$ cat config.mk
export PLATFORM = sky130hd
export DESIGN_NAME = br_flow_reg_stable_tagged
export DESIGN_NICKNAME = d
export VERILOG_FILES = /design/src/rtl/br_enc_onehot2bin.sv /design/src/rtl/br_flow_reg_stable_tagged_chk.sv /design/src/rtl/br_flow_reg_stable_tagged.sv
export SDC_FILE = /design/constraint.sdc
export NUM_CORES = 1
export LEC_CHECK = 0
export ABC_AREA = 1
export CAP_MARGIN = 30
export CORE_AREA = 3 3 40 42
export CTS_CLUSTER_SIZE = 8
export DETAILED_ROUTE_END_ITERATION = 16
export DIE_AREA = 0 0 43 45
export PLACE_DENSITY = 0.58
export SLEW_MARGIN = 10
export SYNTH_ARGS = -nofsm -noshare
export SYNTH_HDL_FRONTEND = slang
export SYNTH_SLANG_ARGS = --single-unit
$ cat constraint.sdc
create_clock -name clk -period 4.2 [get_ports clk]
set_input_delay 0.84 -clock clk [delete_from_list [all_inputs] [get_ports clk]]
set_output_delay 0.84 -clock clk [all_outputs]
set_load 0.02 [all_outputs]
$ cat src/rtl/br_enc_onehot2bin.sv
// One-hot to binary encoder.
// Produces the bit index of the single set bit of onehot. When more than one
// bit is set, the result is the OR of their indices. Callers are expected to
// guarantee one-hot input.
// Ports:
//   onehot : input  [NumIn-1:0]    one-hot request vector
//   bin    : output [OutWidth-1:0] binary index of the set bit
module br_enc_onehot2bin #(
  parameter int NumIn    = 2,
  parameter int OutWidth = 1
) (
  input  logic [NumIn-1:0]    onehot,
  output logic [OutWidth-1:0] bin
);

  // OR together the indices of every set bit; exactly one contributes for one-hot input
  always_comb begin
    bin = {OutWidth{1'b0}};
    for (int i = 0; i < NumIn; i++) begin
      bin = bin | ({OutWidth{onehot[i]}} & OutWidth'(i));
    end
  end

endmodule

$ cat src/rtl/br_flow_reg_stable_tagged_chk.sv
// Assertion checker for br_flow_reg_stable_tagged.
// Observes the block's interface and flags protocol/stability violations.
// Ports (all inputs):
//   clk, rst_n            : clock and synchronous active-low reset
//   push_valid/push_ready : upstream handshake
//   push_grant            : one-hot grant accompanying push_valid
//   pop_valid/pop_ready   : downstream handshake
//   pop_data/pop_flow_id  : head entry presented downstream
//   occupancy             : number of held entries
module br_flow_reg_stable_tagged_chk #(
  parameter int NumFlows                    = 2,
  parameter int Width                       = 1,
  parameter int IdWidth                     = 1,
  parameter bit EnableCoverPushBackpressure = 1'b1,
  parameter bit EnableAssertFinalNotValid   = 1'b1
) (
  input logic               clk,
  input logic               rst_n,
  input logic               push_valid,
  input logic               push_ready,
  input logic [NumFlows-1:0] push_grant,
  input logic               pop_valid,
  input logic               pop_ready,
  input logic [Width-1:0]   pop_data,
  input logic [IdWidth-1:0] pop_flow_id,
  input logic [1:0]         occupancy
);

  if ((NumFlows < 2) || (Width < 1)) begin : g_bad_params
    $error("br_flow_reg_stable_tagged: NumFlows must be >= 2 and Width >= 1");
  end

  a_occupancy_range: assert property (@(posedge clk) disable iff (!rst_n)
    occupancy <= 2'd2);

  a_no_push_when_full: assert property (@(posedge clk) disable iff (!rst_n)
    (occupancy == 2'd2) |-> !(push_valid && push_ready));

  a_grant_onehot: assert property (@(posedge clk) disable iff (!rst_n)
    push_valid |-> $onehot(push_grant));

  a_pop_data_known: assert property (@(posedge clk) disable iff (!rst_n)
    pop_valid |-> !$isunknown(pop_data));

  // A stalled pop must keep presenting the same entry until it is taken.
  a_pop_stable: assert property (@(posedge clk) disable iff (!rst_n)
    (pop_valid && !pop_ready) |=>
      (pop_valid && $stable(pop_data) && $stable(pop_flow_id)));

  if (EnableCoverPushBackpressure) begin : g_cover_bp
    c_push_backpressure: cover property (@(posedge clk) disable iff (!rst_n)
      push_valid && !push_ready);
  end

  if (EnableAssertFinalNotValid) begin : g_final_empty
    final begin
      assert (!pop_valid && (occupancy == 2'd0))
        else $error("br_flow_reg_stable_tagged: entries still held at end of test");
    end
  end

endmodule

$ cat src/rtl/br_flow_reg_stable_tagged.sv
// Stable, registered capture stage behind a fixed-priority flow mux.
// Accepts a possibly unstable valid/data stream together with the one-hot
// grant that selected it, buffers up to two entries (head + skid) and
// presents a stable ready/valid pop interface tagged with the binary flow id.
// push_ready depends only on registered state and reset, never on pop_ready,
// so the ready path is broken between consumer and producer.
// Ports:
//   clk          : clock
//   rst_n        : synchronous active-low reset
//   push_ready   : out, space available (state is not full, not in reset)
//   push_valid   : in,  upstream valid (may be unstable)
//   push_data    : in,  upstream payload (may be unstable)
//   push_grant   : in,  one-hot flow grant, meaningful with push_valid
//   pop_ready    : in,  downstream ready
//   pop_valid    : out, an entry is held
//   pop_data     : out, head payload
//   pop_flow_id  : out, head flow index
//   occupancy    : out, entries held (0..2)
module br_flow_reg_stable_tagged #(
  parameter int NumFlows                    = 2,
  parameter int Width                       = 1,
  parameter bit EnableCoverPushBackpressure = 1'b1,
  parameter bit EnableAssertFinalNotValid   = 1'b1,
  localparam int IdWidth                    = $clog2(NumFlows)
) (
  input  logic                clk,
  input  logic                rst_n,
  output logic                push_ready,
  input  logic                push_valid,
  input  logic [Width-1:0]    push_data,
  input  logic [NumFlows-1:0] push_grant,
  input  logic                pop_ready,
  output logic                pop_valid,
  output logic [Width-1:0]    pop_data,
  output logic [IdWidth-1:0]  pop_flow_id,
  output logic [1:0]          occupancy
);

  localparam int OccWidth = 2;

  // Encoding doubles as the occupancy count.
  typedef enum logic [OccWidth-1:0] {
    EMPTY = 2'd0,
    ONE   = 2'd1,
    TWO   = 2'd2
  } state_e;

  state_e              state_r;
  state_e              state_next_s;
  logic [Width-1:0]    head_data_r;
  logic [IdWidth-1:0]  head_id_r;
  logic [Width-1:0]    skid_data_r;
  logic [IdWidth-1:0]  skid_id_r;
  logic [IdWidth-1:0]  push_id_s;
  logic                push_s;
  logic                pop_s;
  logic                head_load_s;
  logic                head_from_skid_s;
  logic                skid_load_s;

  br_enc_onehot2bin #(
    .NumIn    (NumFlows),
    .OutWidth (IdWidth)
  ) u_enc (
    .onehot (push_grant),
    .bin    (push_id_s)
  );

  assign push_ready  = rst_n & (state_r != TWO);
  assign pop_valid   = (state_r != EMPTY);
  assign pop_data    = head_data_r;
  assign pop_flow_id = head_id_r;
  assign occupancy   = state_r;

  assign push_s = push_valid & push_ready;
  assign pop_s  = pop_valid & pop_ready;

  // Next-state selection from the push/pop handshakes
  always_comb begin
    state_next_s = state_r;
    case (state_r)
      EMPTY: begin
        if (push_s) state_next_s = ONE;
        else        state_next_s = EMPTY;
      end
      ONE: begin
        if (push_s && !pop_s)      state_next_s = TWO;
        else if (!push_s && pop_s) state_next_s = EMPTY;
        else                       state_next_s = ONE;
      end
      TWO: begin
        if (pop_s) state_next_s = ONE;
        else       state_next_s = TWO;
      end
      default: state_next_s = EMPTY;
    endcase
  end

  // Storage load enables: a push lands in head when head is free or being
  // popped, otherwise in skid; a pop from full promotes skid into head.
  always_comb begin
    head_load_s      = 1'b0;
    head_from_skid_s = 1'b0;
    skid_load_s      = 1'b0;
    case (state_r)
      EMPTY: begin
        head_load_s = push_s;
      end
      ONE: begin
        head_load_s = push_s & pop_s;
        skid_load_s = push_s & ~pop_s;
      end
      TWO: begin
        head_from_skid_s = pop_s;
      end
      default: begin
        head_load_s = 1'b0;
      end
    endcase
  end

  // State and entry registers with synchronous reset
  always_ff @(posedge clk) begin
    if (!rst_n) begin
      state_r     <= EMPTY;
      head_data_r <= {Width{1'b0}};
      head_id_r   <= {IdWidth{1'b0}};
      skid_data_r <= {Width{1'b0}};
      skid_id_r   <= {IdWidth{1'b0}};
    end else begin
      state_r <= state_next_s;
      if (head_load_s) begin
        head_data_r <= push_data;
        head_id_r   <= push_id_s;
      end else if (head_from_skid_s) begin
        head_data_r <= skid_data_r;
        head_id_r   <= skid_id_r;
      end
      if (skid_load_s) begin
        skid_data_r <= push_data;
        skid_id_r   <= push_id_s;
      end
    end
  end

  br_flow_reg_stable_tagged_chk #(
    .NumFlows                    (NumFlows),
    .Width                       (Width),
    .IdWidth                     (IdWidth),
    .EnableCoverPushBackpressure (EnableCoverPushBackpressure),
    .EnableAssertFinalNotValid   (EnableAssertFinalNotValid)
  ) u_chk (
    .clk         (clk),
    .rst_n       (rst_n),
    .push_valid  (push_valid),
    .push_ready  (push_ready),
    .push_grant  (push_grant),
    .pop_valid   (pop_valid),
    .pop_ready   (pop_ready),
    .pop_data    (pop_data),
    .pop_flow_id (pop_flow_id),
    .occupancy   (occupancy)
  );

endmodule

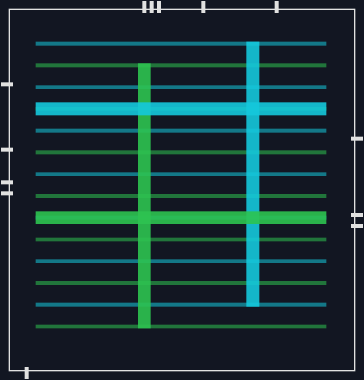
Fig. 1. Power grid (run 1).
Scale: 8 px per um. Pins as bars on the die edge.
green -> VSS
cyan -> VDD
met5 straps = 2
rows = 13
met4 straps = 2
met1 rails = 14
worst vdd rail ir drop: 0.140 mV
Core ar.: 1280 um^2
vertical die size: 45 um
horizontal die size: 43 um

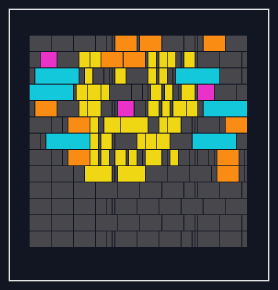
Fig. 2. Placed cells, one colour a class (run 1).
Scale: 6 px per um. Fill, decap, tap and diode cells in grey.
magenta -> clock drivers  # cells 3, share of their area 4.8%
yellow -> combinational and other logic  # cells 40, share of their area 46%
orange -> remaining buffers and delay cells  # cells 11, share of their area 24%
cyan -> sequential cells  # cells 6, share of their area 26%
row cnt: 13
final core occ: 37.7%

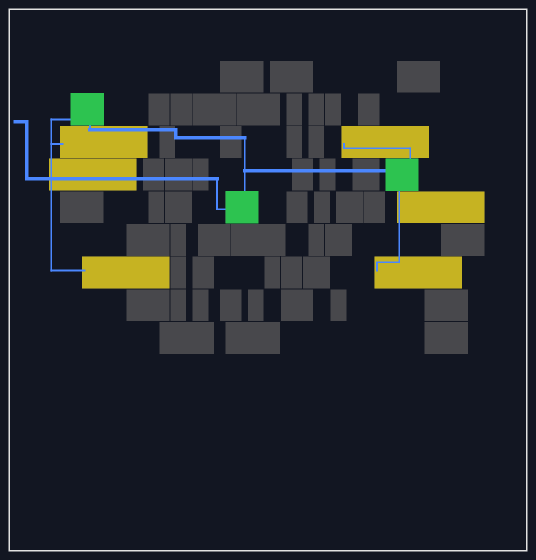
Fig. 3. Clock distribution (run 1).
Scale: 12 px per um.
blue -> clock wires  # length 97.8 um
yellow -> flip-flops  # count 6
green -> clock drivers  # count 3
routed clock nets = 4
Skew-Pair Late Insertion Delay: 240 ps
fraction of power consumed by the clock network: 35.1%
P_clk: 0.0523 mW
Final Skew: 0.243 ps

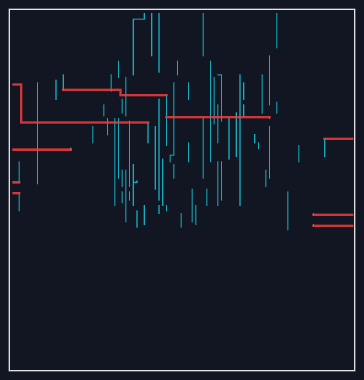
Fig. 4. Signal wires by layer (run 1).
Scale: 8 px per um. Two of the layers only.
cyan -> metal 2  # wire length 291 um
red -> metal 3  # wire length 69.6 um
detail-routed net length per standard cell: 9.77 um
Total GRT Usage: 9.34%
Total Wirelength: 733 um
total number of vias: 346

==> impl_metrics.yaml, run 1 <==
# physical design summary
finish:
  combAreaFraction_pct: 37.7
  flip_flop_count_of_the_largest_register_after_layout: 2
  signal_buffers: 11
  inverters: 8
  biggestCellCategory: "multi-input combinational cells"
  antenna_cells_inserted: 0
  design.final.nets: 71
  regArea_um2: 120
  logic_gate_count: 32
  post_route_cells_drive_above_1_share_pct: 11.7
  top_register: "occupancy"
  fillCellCount: 137
  final_design_instance_area_without_fill_um2: 484
  seqAreaFraction_pct: 24.8
clock_tree:
  cts_hold_buffers: 0
  post_cts_resize_count: 0
  max-clock-path-buffers: 2
  clk_pin_slew_worst_paths_ps: 40
  clockRootBuffer: "clkbuf_4"
  cts.repair_timing.setup_buffer_count: 0
grt:
  global_route.peak_usage_layer: "met2"
  grt_pass1_vias: 322
  grt_first_pass_wirelength_um: 1260
  gr-usage-met1_pct: 10.9
  groute.layer.met3.usage_pct: 7.57
  antenna_violations_before_repair: 0
  grt-ovfl-total: 0
placed_design:
  io_buffers: 11
  placedInstanceArea_um2: 462
  place_hpwl_um: 598
status:
  status: "finished clean"
yosys:
  ys_top_cells_by_area: "dfxtp_1, nand2_1, a21oi_1"
  synthesis.yosys.warnings: 0
  synth_seq_share_pct: 36.1
  post-synth-top-area-fraction_pct: 36.1
  synth.area.mux_share_pct: 0
  ys_ff: 6
  yosys.area_share.xor_xnor_pct: 0
  syn-cell-area_um2: 333
  synthDominantAreaCellType: "dfxtp_1"
  synthSimpleGateAreaFrac_pct: 35.0
  synth_compound_gate_area_share_pct: 12.4
  ys_area_um2: 333
timing:
  max_freq_mhz: 326
  maxSlewHeadroom_pct: 79.8
  timing.setup.tns_ps: 0
  layout_setup_ws_ps: 1140
  setup_violations: 0
  grt_setup_unrepaired: "no"
  fin_crit_sh_pct: 73.0
  worst-slew-pin-transition_ps: 303
drt:
  final_antenna_net_count: 0
  met3RoutedLength_um: 69
  remaining_drc_errors: 0
  vias_per_cell: 4.61
  routed.top_layer: "met3"
  wl_met1_um: 373
hold_path:
  hold_start: "skid_id_r"
  worst_hold_class: "flip-flop to flip-flop"
critical_path:
  r2r_cell_count: 8
  cp-end-kind: "output port"
  timing.reg2reg.setup_slack_ps: 2600
  regToRegEndpoint: "pop_data"
  timing.critical_path.arrival_ps: 2220
  timing.critical_path.fanout_max: 6
  crit_end: "push_ready"
  reg2reg_start: "occupancy[0]"
floorplanning:
  die_area_um2: 1940
  well_taps: 15
pwr:
  share_seq_of_total_power_pct: 42.4
  combinationalPower_mw: 0.0334
  power.leakage_nw: 0.211
  top_power_group: "sequential cells"
-- run 1: metrics by stage --
stage / util [%] / power, mW / cells
2_1_floorplan: - / 0.0813 / 46
3_3_place_gp: 35.9 / 0.0976 / 72
3_5_place_dp: 35.9 / 0.0978 / 72
4_1_cts: 37.7 / 0.152 / 75
5_1_grt: 37.7 / 0.158 / 75
6_report: 37.7 / 0.149 / 75
-- run 1: cell usage after synthesis --
cell type  number
nor2_2          1
o21ai_0         2
nand2_1         9
nand3b_1        1
nand4_1         4
a21oi_1         5
dfxtp_1         6
nor2_1          1
nand3_1         4
a31oi_1         1
nor3b_1         1
inv_2           2
nand4_2         1
ha_1            2
inv_1           6
-- run 1: critical path, stage by stage --
cell	delay, ps
clkdlybuf4s50_1	530
inv_1	130
nor2_1	120
clkdlybuf4s50_1	600
Fig. 5: run 1, cell placement
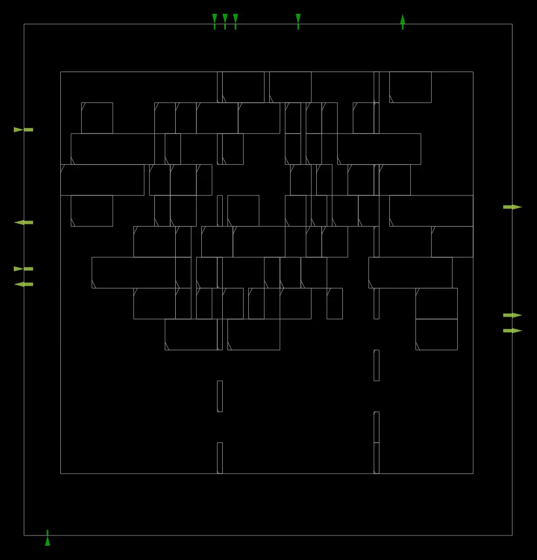

## Run 2: what changed since run 1
clock period = 3.1 ns   (was 4.2 ns; I/O delays follow)
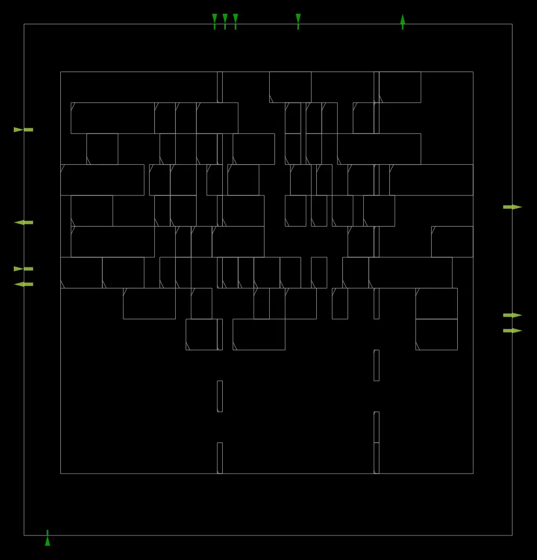
Fig. 6. Cell placement (run 2).
FF+latch count: 6
non-filler instance count after layout: 75
final-layout fill cell count: 137
fraction of standard cell area that is sequential: 24.8%

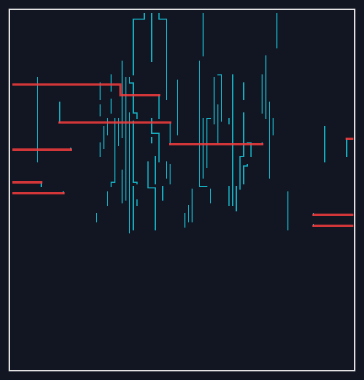
Fig. 7. Signal wires by layer (run 2).
Scale: 8 px per um. Two of the layers only.
cyan -> metal 2  # wire length 314 um
red -> metal 3  # wire length 72.0 um
Total GRT Usage: 10.2%
total number of vias: 344

==> run 2 against run 1 <==
  * Clock skew increased by 0.95 ps
  * Global-route usage increased by 0.83 points
  * Core utilization unchanged
  * Sequential cell count unchanged
  * Worst hold slack got worse by 1.6 ps
  * Final cell count unchanged
  * Synthesized area unchanged
  * Sequential share of layout area unchanged
  * First-iteration DRC count decreased by 67%
  * Worst setup slack got worse by 680 ps
==> impl_metrics.yaml, run 2 <==
# physical design summary
timing:
  layout_setup_ws_ps: 458
  hold_slack_ps: 443
  setup_violations: 0
  maxSlewHeadroom_pct: 80.8
  worst-slew-pin-transition_ps: 287
  grt_setup_unrepaired: "no"
  timing.clock.skew_ps: 1.20
  fin_crit_sh_pct: 85.2
  timing.setup.tns_ps: 0
  max_freq_mhz: 379
clock_tree:
  post_cts_resize_count: 0
  clock_insertion_delay_worst_skew_ps: 240
  clk_pin_slew_worst_paths_ps: 40
  max-clock-path-buffers: 2
  cts.repair_timing.setup_buffer_count: 0
  cts_hold_buffers: 0
  clockRootBuffer: "clkbuf_4"
pwr:
  power.leakage_nw: 0.211
  pg_clk_mw: 0.0696
  combinationalPower_mw: 0.0454
  p_clk_share_pct: 34.7
  total_power_mw: 0.201
  top_power_group: "sequential cells"
  share_seq_of_total_power_pct: 42.7
critical_path:
  critical_path.n_buffers_inverters: 3
  cp_common_cell: "clkdlybuf4s50_1"
  critPathSlowestCell: "clkdlybuf4s50_1"
  worst-setup-path-type: "input port to output port"
  crit_chain: "clkdlybuf4s50_1, inv_1, nor2_1, clkdlybuf4s50_1"
  timing.critical_path.arrival_ps: 2020
  timing.critical_path.fanout_max: 6
  cpLargestDelayFamily: "buffers and inverters"
  cp-end-kind: "output port"
  max_stage_delay_ps: 610
grt:
  groute.layer.met2.usage_pct: 13.2
  global_route.peak_usage_layer: "met1"
  grt_pass1_vias: 352
  groute.layer.met3.usage_pct: 7.57
  grt_first_pass_wirelength_um: 1410
  grt-ovfl-total: 0
  gr-usage-met1_pct: 13.5
  antenna_violations_before_repair: 0
finish:
  inverters: 8
  top_register: "occupancy"
  biggestCellCategory: "multi-input combinational cells"
  regArea_um2: 120
  logic_gate_count: 32
  signal_buffers: 11
  flip_flop_count_of_the_largest_register_after_layout: 2
  antenna_cells_inserted: 0
  final_core_occ_pct: 37.7
  design.final.nets: 71
  post_route_cells_drive_above_1_share_pct: 11.7
  final_design_instance_area_without_fill_um2: 484
drt:
  routed.top_layer: "met3"
  final_antenna_net_count: 0
  vias_per_cell: 4.59
  dr.first_iter.drc_count: 2
  wl_met1_um: 379
  remaining_drc_errors: 0
  routed_wire_length_per_instance_um: 10.2
  wl_um: 765
placed_design:
  dp_cells: 72
  place_hpwl_um: 617
  placedInstanceArea_um2: 462
  io_buffers: 11
yosys:
  postSynth.topFlopCell: "dfxtp_1"
  syn-cell-area_um2: 333
  ys_top_cells_by_area: "dfxtp_1, nand2_1, a21oi_1"
  ys_area_um2: 333
  number_of_enable_type_register_cells_in_the_synthesized_netlist: 0
  post-synth-top-area-fraction_pct: 36.1
  ys_ff: 6
  postSynthNetCount: 55
  synth.top_cells.by_count: "nand2_1, dfxtp_1, inv_1"
  netlist.top_cell.by_instances: "nand2_1"
  synthDominantAreaCellType: "dfxtp_1"
floorplanning:
  well_taps: 15
  core_area_um2: 1280
  die_x_um: 43
  rows: 13
  die_height_um: 45
  die_area_um2: 1940
status:
  status: "finished clean"
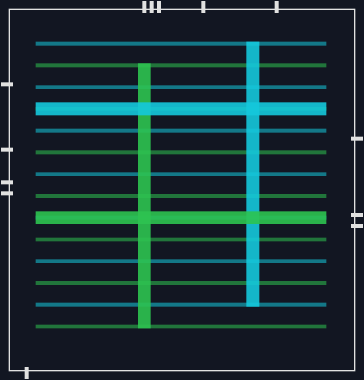
Fig. 8. Power grid (run 2).
Scale: 8 px per um. Pins as bars on the die edge.
cyan -> VDD
green -> VSS
met5 straps = 2
rows = 13
worst vdd rail ir drop: 0.185 mV

## run 2: cell counts after synthesis
Identical to the previous run, type by type.
## run 2: cell families (layout without fill, tap and decap cells)
group / after synthesis / in the layout / synth area share [%]
AOI/OAI and AO/OA: 8 / 8 / 12.4
adders and majority gates: 2 / 2 / 7.52
buffers and inverters: 8 / 22 / 9.02
DFF: 6 / 6 / 36.1
and+or+nand+nor: 22 / 22 / 35.0
## run 2: path summary, 6_finish.rpt
| path | startpoint | endpoint | slack, ps | depth (start not counted) |
|---|---|---|---|---|
| hold reg to reg | skid_id_r | skid_id_r | 440 | 2 |
| setup reg to reg | occupancy[0] | pop_data | 1520 | 8 |
| setup / recovery | rst_n | push_ready | 460 | 4 |
| hold / removal | skid_id_r | skid_id_r | 440 | 2 |
## Run 3: what changed since run 2
MAX_ROUTING_LAYER = met4   (was unset)
TNS_END_PERCENT = 20   (was unset)
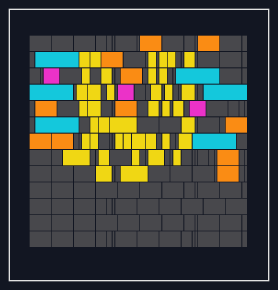
Fig. 9. Placed cells, one colour a class (run 3).
Scale: 6 px per um. Fill, decap, tap and diode cells in grey.
yellow -> combinational and other logic  # cells 40, share of their area 46%
magenta -> clock drivers  # cells 3, share of their area 4.8%
orange -> remaining buffers and delay cells  # cells 11, share of their area 24%
cyan -> sequential cells  # cells 6, share of their area 26%
final design instance area without fill: 484 um^2

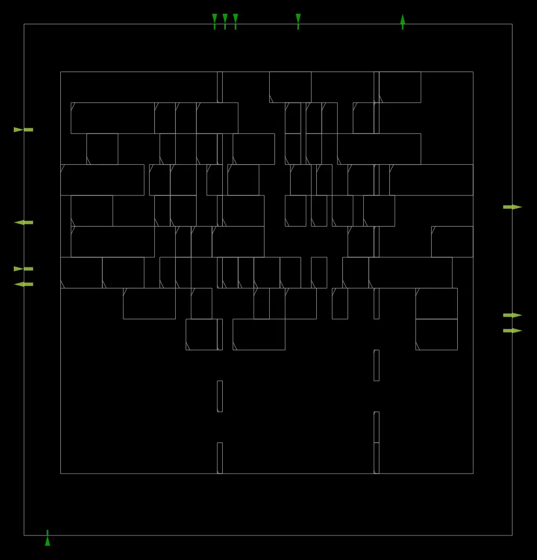
Fig. 10. Cell placement (run 3).
Well Taps: 15

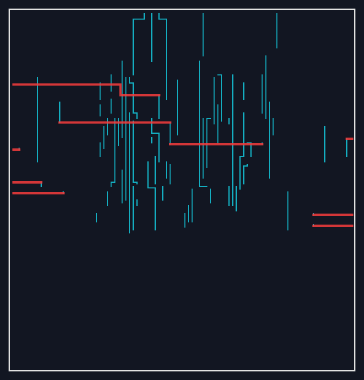
Fig. 11. Signal wires by layer (run 3).
Scale: 8 px per um. Two of the layers only.
red -> metal 3  # wire length 65.5 um
cyan -> metal 2  # wire length 314 um
Total Wirelength: 765 um
Total GRT Usage: 10.5%
detail-routed net length per standard cell: 10.2 um

==> run 3 against run 2 <==
  * Sequential power about the same
  * Combinational power about the same
  * Register-to-register slack about the same
  * Core utilization unchanged
  * Critical path depth unchanged
==> impl_metrics.yaml, run 3 <==
# physical design summary
status:
  status: "finished clean"
floorplanning:
  die_x_um: 43
  rows: 13
  die_height_um: 45
finish:
  top_register: "occupancy"
  antenna_cells_inserted: 0
  post_route_cells_drive_above_1_share_pct: 11.7
  fillCellCount: 137
  design.final.nets: 71
  final_core_occ_pct: 37.7
yosys:
  post_synth_main_logic_family: "simple AND/OR/NAND/NOR gates"
  syn-cell-area_um2: 333
  ys_area_um2: 333
  synth.top_cells.by_count: "nand2_1, dfxtp_1, inv_1"
  ys_ff: 6
  netlist.top_cell.by_instances: "nand2_1"
  postSynth.topFlopCell: "dfxtp_1"
  synth.area.mux_share_pct: 0
  number_of_enable_type_register_cells_in_the_synthesized_netlist: 0
  synth_seq_share_pct: 36.1
  synthDominantAreaCellType: "dfxtp_1"
  post-synth-top-area-fraction_pct: 36.1
  synthSimpleGateAreaFrac_pct: 35.0
  synth_compound_gate_area_share_pct: 12.4
  synth-adder-area-share_pct: 7.52
  synth_async_sr_flop_share_pct: 0
  yosys.area_share.xor_xnor_pct: 0
  ys_top_cells_by_area: "dfxtp_1, nand2_1, a21oi_1"
pwr:
  power.leakage_nw: 0.211
  top_power_group: "sequential cells"
  total_power_mw: 0.201
  p_clk_share_pct: 34.7
  pg_clk_mw: 0.0696
critical_path:
  worst-setup-path-type: "input port to output port"
  critPathSlowestCell: "clkdlybuf4s50_1"
  r2r_cell_count: 8
  setup.worst_path.start: "rst_n"
  cpLargestDelayFamily: "buffers and inverters"
  timing.critical_path.arrival_ps: 2020
  timing.reg2reg.setup_slack_ps: 1520
  max_stage_delay_ps: 610
  crit_chain: "clkdlybuf4s50_1, inv_1, nor2_1, clkdlybuf4s50_1"
  regToRegEndpoint: "pop_data"
  cp-end-kind: "output port"
  critical_path.n_buffers_inverters: 3
  cp_common_cell: "clkdlybuf4s50_1"
hold_path:
  hold_crit_depth: 2
  hold_start: "skid_id_r"
  worst_hold_class: "flip-flop to flip-flop"
  hold_end: "skid_id_r"
timing:
  max_freq_mhz: 379
  timing.setup.tns_ps: 0
  worst-slew-pin-transition_ps: 287
  layout_setup_ws_ps: 458
  hold_slack_ps: 443
grt:
  antenna_violations_before_repair: 0
  groute.layer.met2.usage_pct: 13.2
  groute.layer.met3.usage_pct: 7.17
  gr-usage-met1_pct: 13.8
  grt_pass1_vias: 352
  global_route.peak_usage_layer: "met1"
placed_design:
  dp_cells: 72
  place_hpwl_um: 617
  placedInstanceArea_um2: 462
drt:
  wl_met1_um: 385
  met3RoutedLength_um: 65
  dr.first_iter.drc_count: 2
  vias: 344
clock_tree:
  cts_hold_buffers: 0
  clockRootBuffer: "clkbuf_4"
  post_cts_resize_count: 0
  clk_pin_slew_worst_paths_ps: 40
  cts.repair_timing.setup_buffer_count: 0
  clock_insertion_delay_worst_skew_ps: 240
  max-clock-path-buffers: 2
## run 3: cell counts after synthesis
Identical to the previous run, type by type.
## run 3: cell type report
cell class	instances	area [um^2]	area share [%]
Tap cell	15	18.8	3.88
Multi-Input combinational cell	32	183	37.7
Inverter	8	30.0	6.20
Clock buffer	3	22.5	4.65
Timing Repair Buffer	11	110	22.7
Sequential cell	6	120	24.8
## run 3: how the worst max path moves through the flow
stage                 end  slack, ps  depth (start not counted)
2_1_floorplan    pop_data       1470                          8
3_3_place_gp   push_ready        490                          4
3_5_place_dp   push_ready        470                          4
4_1_cts        push_ready        460                          4
5_1_grt        push_ready        360                          4
6_report       push_ready        460                          4
## run 3: cell families after synthesis
group | after synthesis
flip-flops | 6
AND-OR/OR-AND | 8
AND/OR/NAND/NOR | 22
adder cells (fa/ha/maj) | 2
buffers and inverters | 8
Power is estimated from default activity; no workload was simulated.
